==> src/rtl/redtin_capture_sequencer.sv <==
// RedTin capture sequencer: ring-buffer pre/post-trigger capture and ordered readout.
// Ports: clk, reset_n (sync, active low); arm/abort control pulses;
//   din probe bus; trig_value/trig_mask/trig_edge trigger setup;
//   buf_we/buf_waddr/buf_wdata RAM write port;
//   buf_raddr/buf_rdata RAM read port (1-cycle latency);
//   rd_start starts readout; out_data/out_valid/out_ready stream to the host;
//   done marks a full window; status shows the state.
module redtin_capture_sequencer #(
    parameter int WIDTH       = 128,
    parameter int ADDR_BITS   = 9,
    parameter int PRE_SAMPLES = 64
) (
    input  logic                 clk,
    input  logic                 reset_n,
    input  logic                 arm,
    input  logic                 abort,
    input  logic [WIDTH-1:0]     din,
    input  logic [WIDTH-1:0]     trig_value,
    input  logic [WIDTH-1:0]     trig_mask,
    input  logic [WIDTH-1:0]     trig_edge,
    output logic                 buf_we,
    output logic [ADDR_BITS-1:0] buf_waddr,
    output logic [WIDTH-1:0]     buf_wdata,
    output logic [ADDR_BITS-1:0] buf_raddr,
    input  logic [WIDTH-1:0]     buf_rdata,
    input  logic                 rd_start,
    output logic [WIDTH-1:0]     out_data,
    output logic                 out_valid,
    input  logic                 out_ready,
    output logic                 done,
    output logic [2:0]           status
);

    localparam int DEPTH = 1 << ADDR_BITS;
    localparam logic [ADDR_BITS-1:0] PRE_LAST  = ADDR_BITS'(PRE_SAMPLES - 1);
    localparam logic [ADDR_BITS-1:0] POST_LAST = ADDR_BITS'(DEPTH - PRE_SAMPLES - 2);
    localparam logic [ADDR_BITS-1:0] PRE_OFS   = ADDR_BITS'(PRE_SAMPLES);
    localparam logic [ADDR_BITS-1:0] RD_LAST   = ADDR_BITS'(DEPTH - 1);

    typedef enum logic [2:0] {
        S_IDLE       = 3'd0,
        S_PRETRIG    = 3'd1,
        S_WAIT_TRIG  = 3'd2,
        S_POST       = 3'd3,
        S_DONE       = 3'd4,
        S_RD_ISSUE   = 3'd5,
        S_RD_WAIT    = 3'd6,
        S_RD_PRESENT = 3'd7
    } state_t;

    state_t               state;
    logic [ADDR_BITS-1:0] wptr;
    logic [ADDR_BITS-1:0] cnt;
    logic [ADDR_BITS-1:0] trig_addr;
    logic [ADDR_BITS-1:0] rd_cnt;
    logic [WIDTH-1:0]     prev;

    logic                 capturing;
    logic                 hit;
    logic [WIDTH-1:0]     lvl_bits;
    logic [WIDTH-1:0]     edge_bits;
    logic [WIDTH-1:0]     miss;

    // A masked bit misses if it is a level bit that differs from
    // trig_value, or an edge bit that did not go 0 -> 1.
    always_comb begin
        capturing = (state == S_PRETRIG) || (state == S_WAIT_TRIG) ||
                    (state == S_POST);
        lvl_bits  = trig_mask & ~trig_edge;
        edge_bits = trig_mask & trig_edge;
        miss      = (lvl_bits & (din ^ trig_value)) |
                    (edge_bits & ~(din & ~prev));
        hit       = (miss == '0);
    end

    assign status = state;

    // buf_raddr doubles as the read pointer so the address is already
    // on the RAM during RD_ISSUE and data is ready in RD_WAIT.
    always_ff @(posedge clk) begin
        if (!reset_n) begin
            state     <= S_IDLE;
            buf_we    <= 1'b0;
            buf_waddr <= '0;
            buf_wdata <= '0;
            buf_raddr <= '0;
            out_data  <= '0;
            out_valid <= 1'b0;
            done      <= 1'b0;
            wptr      <= '0;
            cnt       <= '0;
            trig_addr <= '0;
            rd_cnt    <= '0;
            prev      <= '0;
        end else if (abort) begin
            state     <= S_IDLE;
            buf_we    <= 1'b0;
            out_valid <= 1'b0;
            done      <= 1'b0;
        end else begin
            buf_we <= capturing;
            if (capturing) begin
                buf_wdata <= din;
                buf_waddr <= wptr;
                wptr      <= wptr + 1'b1;
                prev      <= din;
            end
            unique case (state)
                S_IDLE: begin
                    if (arm) begin
                        wptr  <= '0;
                        cnt   <= '0;
                        state <= S_PRETRIG;
                    end
                end
                S_PRETRIG: begin
                    if (cnt == PRE_LAST) begin
                        cnt   <= '0;
                        state <= S_WAIT_TRIG;
                    end else begin
                        cnt <= cnt + 1'b1;
                    end
                end
                S_WAIT_TRIG: begin
                    if (hit) begin
                        trig_addr <= wptr;
                        cnt       <= '0;
                        state     <= S_POST;
                    end
                end
                S_POST: begin
                    if (cnt == POST_LAST) begin
                        done  <= 1'b1;
                        state <= S_DONE;
                    end else begin
                        cnt <= cnt + 1'b1;
                    end
                end
                S_DONE: begin
                    if (arm) begin
                        done  <= 1'b0;
                        wptr  <= '0;
                        cnt   <= '0;
                        state <= S_PRETRIG;
                    end else if (rd_start) begin
                        buf_raddr <= trig_addr - PRE_OFS;
                        rd_cnt    <= '0;
                        state     <= S_RD_ISSUE;
                    end
                end
                S_RD_ISSUE: begin
                    state <= S_RD_WAIT;
                end
                S_RD_WAIT: begin
                    out_data  <= buf_rdata;
                    out_valid <= 1'b1;
                    state     <= S_RD_PRESENT;
                end
                S_RD_PRESENT: begin
                    if (out_ready) begin
                        out_valid <= 1'b0;
                        buf_raddr <= buf_raddr + 1'b1;
                        rd_cnt    <= rd_cnt + 1'b1;
                        if (rd_cnt == RD_LAST) begin
                            done  <= 1'b0;
                            state <= S_IDLE;
                        end else begin
                            state <= S_RD_ISSUE;
                        end
                    end
                end
                default: state <= S_IDLE;
            endcase
        end
    end

endmodule

==> config.mk <==
export PLATFORM = sky130hd
export DESIGN_NAME = redtin_capture_sequencer
export DESIGN_NICKNAME = d
export VERILOG_FILES = /design/src/rtl/redtin_capture_sequencer.sv
export SDC_FILE = /design/constraint.sdc
export NUM_CORES = 1
export LEC_CHECK = 0
export CORE_AREA = 3 3 358 360
export DETAILED_ROUTE_END_ITERATION = 16
export DIE_AREA = 0 0 361 363
export PLACE_DENSITY = 0.38
export SLEW_MARGIN = 25
export SYNTH_ARGS = -nofsm -noshare
export SYNTH_HDL_FRONTEND = slang
export SYNTH_SLANG_ARGS = --single-unit
==> constraint.sdc <==
create_clock -name clk -period 6.15 [get_ports clk]
set_input_delay 1.5375 -clock clk [delete_from_list [all_inputs] [get_ports clk]]
set_output_delay 1.5375 -clock clk [all_outputs]
set_load 0.1 [all_outputs]
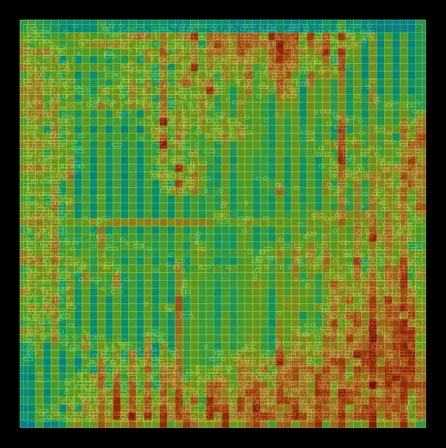
(images/congestion.png)
Tot GR Track Use: 0.1705
GR Util met3: 0.06602

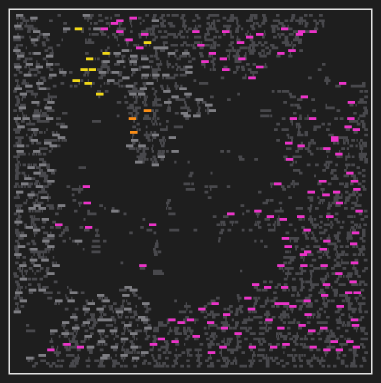
(images/flops_by_reg.png)
Scale: 1 px per um.
legend:
  buf_waddr:
    colour: yellow
    placed_flops: 9
    where: north-west
  prev:
    colour: magenta
    placed_flops: 128
  status:
    colour: orange
    placed_flops: 3
not coloured: 176
Flop area: 6326 sq um
share of the core filled with cells: 0.2297
flop share of the area: 0.2196

==> ci_impl_report.md <==
## PnR job results

| Metric | Value |
|---|---|
| Vias in the first global route | 18390 |
| Post-Route Setup TNS | 0 ns |
| FILL cells | 13750 |
| Worst setup SP type | input pin |
| First-pass GRT wire length | 155800 um |
| Slowest-stage cell, CP | nor4_2 |
| Tool warnings | 38 |
| Setup slack, reg-to-reg | 2.68 ns |
| Area Growth Syn to Fin | 78.90% |
| Fmax | 212.7 MHz |
| Distinct lib cells | 55 |
| Core region area | 125400 sq um |
| CTS Root Cell | clkbuf_16 |
| Hold_sp | out_data[126] |
| Die X | 361 um |
| Pwr Density | 209.1 nW/um^2 |
| Number of DRC markers in iteration 0 | 977 |
| Initial antenna violation count | 89 |
| Routed Wire Length | 116500 um |
| Pre-Place Util | 0.1284 |
| Final setup viols | 0 |
| RSZ-0062 raised after global routing | false |
| Clk slew on worst S/H paths | 0.05 ns |
| Maximum root-to-sink buffer count | 3 |
| Non-clock inverters | 95 |
| Logic share of the area | 0.3135 |
| Yosys stat area | 16100 sq um |
| Share of cells above drive strength 1 | 0.05096 |
| Cts bufs inserted | 47 |
| Largest net degree at the start of global routing | 108 |
| Run status | finished, final reports clean |
| Top cell category | non-clock buffers |
| ANT cells | 27 |
| Worst setup EP type | flop |
| ClkCell Share | 0.05430 |
| Synth Warn # | 0 |
| NonClk Buf Share | 0.3262 |
| Post-CTS sizing | 0 |
| R2R depth | 9 |
| Post-synthesis async set-or-reset flop share | 0 |
| Gr ovfl total | 0 |
| CP peak stage delay | 0.78 ns |
| Most used cell, CP | mux2i_1 |
| Antenna Nets Post-Route | 0 |
| Number of enable flip-flop cells | 0 |
| Multi-input gate area | 9029 sq um |
| DRC violations left | 0 |
| Minimum clock period after layout | 4.701 ns |
| Nonclk buf count | 953 |
| # hold bufs at CTS | 0 |
| Hold EP | out_data[126] |
| Row cnt | 130 |
| Area post-placement | 27180 sq um |
| DIE HEIGHT | 363 um |
| Synth top area share | 0.3929 |
| Synthesized cell area | 16100 sq um |
| Worst Hold Depth | 2 |
| Top cells by count | nand2_1, dfxtp_1, a21boi_0 |
| Clock Skews | 0.02717 ns |
| Slew HR | 0.2532 |
| Number of cells in Yosys stat | 2048 |
| TritonCTS clock tree | yes |
| Fin crit share | 0.7644 |
| Crit path kind | in2reg |
| Post-synthesis sequential area ratio | 0.3929 |
| Pins over their slew limit | 0 |
| Leakage power | 10.01 nW |
| CLK BUF | 73 |
| Flop count | 316 |
| Largest area contributor in the netlist | dfxtp_1 |
| Reg-to-reg endpoint | cnt[0] |
| Avg Inst Size Synth | 7.862 sq um |
| FF-to-FF Start | prev[77] |
| H-tree levels | 2 |
| Final Hold Vio Count | 0 |
| Most frequent cell after synthesis | nand2_1 |
| NumNets Final | 3603 |
| Post-Syn Instances | 2048 |
| Worst-path cell chain | clkdlybuf4s50_1 -> mux2i_1 -> a21oi_1 -> nor4_1 -> buf_4 -> nand4_1 -> nor4_2 -> a21boi_2 -> nor2_1 -> mux2i_1 |
| Tapcell count | 1650 |
| DR pass1 iterations | 7 |
| Clk ins delay skew pair | 0.63 ns |
| MaxCap Viol Count | 0 |
| Registers, synthesis | 316 |
| Via/cell ratio | 3.981 |
| Commonest register cell after synthesis | dfxtp_1 |
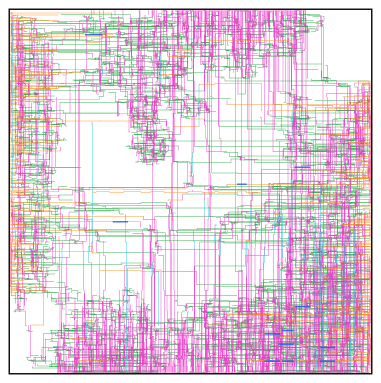
(images/wires.png)
Scale: 1 px per um.
legend:
  metal 5:
    colour: blue
    wire_length: 155 um
  metal 1:
    colour: green
    wire_length: 45.0 mm
  metal 3:
    colour: orange
    wire_length: 10100 um
  metal 2:
    colour: magenta
    wire_length: 57.6 mm
  metal 4:
    colour: cyan
    wire_length: 3700 um

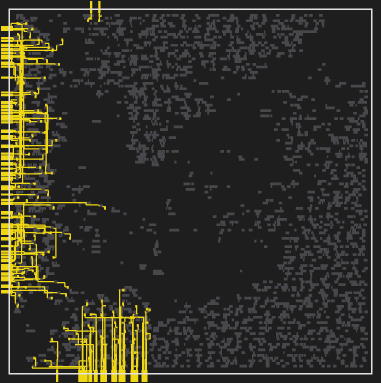
(images/io_fan.png)
Scale: 1 px per um.
legend:
  buf_rdata:
    colour: yellow
    direction: input
    edge: 87 west, 39 south, 2 north
    end_cells: 128
    wire: 5280 um
# IOs: 926
I/O Buffers: 925

[routing by layer]
metal  vias up  track usage  part of all wire  wire (um)
met4        24      0.05115             0.032       3695
met3       218      0.06602             0.086      10080
li1       8927            -                 -          -
met5         -            0            0.0013        154
met1      8655       0.1859              0.39      44990
met2       727       0.3047              0.49      57630
[worst max-delay path, delay by kind of cell]
| kind | cells | cell delay, ns |
|---|---|---|
| AND/OR/NAND/NOR | 4 | 2.05 |
| buffers and inverters | 2 | 0.84 |
| multiplexers | 2 | 0.41 |
| AND-OR/OR-AND | 2 | 0.39 |
[per-stage QoR]
stage | cells | setup WS, ns | util | total power, mW | hold WS [ns]
2_1_floorplan | 2048 | 2.324 | - | 2.568 | 0.4542
3_3_place_gp | 4546 | 0.4617 | 0.2175 | 3.277 | 0.4513
3_5_place_dp | 4546 | 0.4530 | 0.2168 | 3.275 | 0.4562
4_1_cts | 4632 | 1.160 | 0.2292 | 6.202 | 0.4636
5_1_grt | 4644 | 1.099 | 0.2294 | 6.300 | 0.4841
6_report | 4660 | 1.449 | 0.2297 | 6.024 | 0.4587
[where the power goes]
| group | internal [mW] | switching, mW |
|---|---|---|
| Combinational | 0.545 | 0.568 |
| Clock | 1.64 | 1.17 |
| Sequential | 2.07 | 0.0257 |
| Total | 4.26 | 1.76 |
[flip-flops by register name (all words and copies together), names as in the netlist]
name	cells
buf_raddr	9
trig_addr	9
cnt	9
buf_waddr	9
out_valid	1
wptr	9
done	1
prev	128
out_data	128
rd_cnt	9
status	3
buf_we	1
[placed cells by master (no fill, tap or decap), types with 5 or more instances in the layout]
cell type and count:
clkdlybuf4s50_1 888, nand2_1 563, dfxtp_1 316, a21boi_0 268
nor2b_1 108, mux2i_1 97, inv_1 95, a21oi_1 95
o31ai_1 78, o21ai_0 71, clkbuf_16 48, buf_4 35
nor2_1 33, diode_2 27, nand4_1 22, or3_1 21
buf_2 21, nor4_1 18, o31a_1 17, a32oi_1 17
o311ai_0 16, clkbuf_8 13, clkbuf_1 12, nand3_1 11
and3_1 11, ha_1 11, xor2_1 10, a22oi_1 7
clkinv_2 7, nor3_1 6, o21a_1 5, buf_12 5
[worst max-delay path by stage]
stage          slack, ns  cells after the start          start      endpoint
2_1_floorplan       2.32                      9         din[7]  trig_addr[7]
3_3_place_gp        0.46                     10  trig_edge[89]        cnt[0]
3_5_place_dp        0.45                     10  trig_edge[89]        cnt[0]
4_1_cts             1.16                     10  trig_edge[89]        cnt[0]
5_1_grt             1.10                     10  trig_edge[89]        cnt[2]
6_report            1.45                     10  trig_edge[89]        cnt[0]
[cell families (layout without fill, tap and decap cells)]
kind of cell / count (synthesis) / count (layout) / synth area share
and+or+nand+nor: 819 / 819 / 0.2270
AOI/OAI and AO/OA: 594 / 594 / 0.2564
DFF: 316 / 316 / 0.3929
buffers and inverters: 199 / 1134 / 0.04834
muxes: 97 / 97 / 0.06030
xor gates and xnor gates: 12 / 12 / 0.006528
adders and majority gates: 11 / 11 / 0.008548
other: 0 / 27 / 0
No activity file was given, so power comes from the tool's default toggle rates.
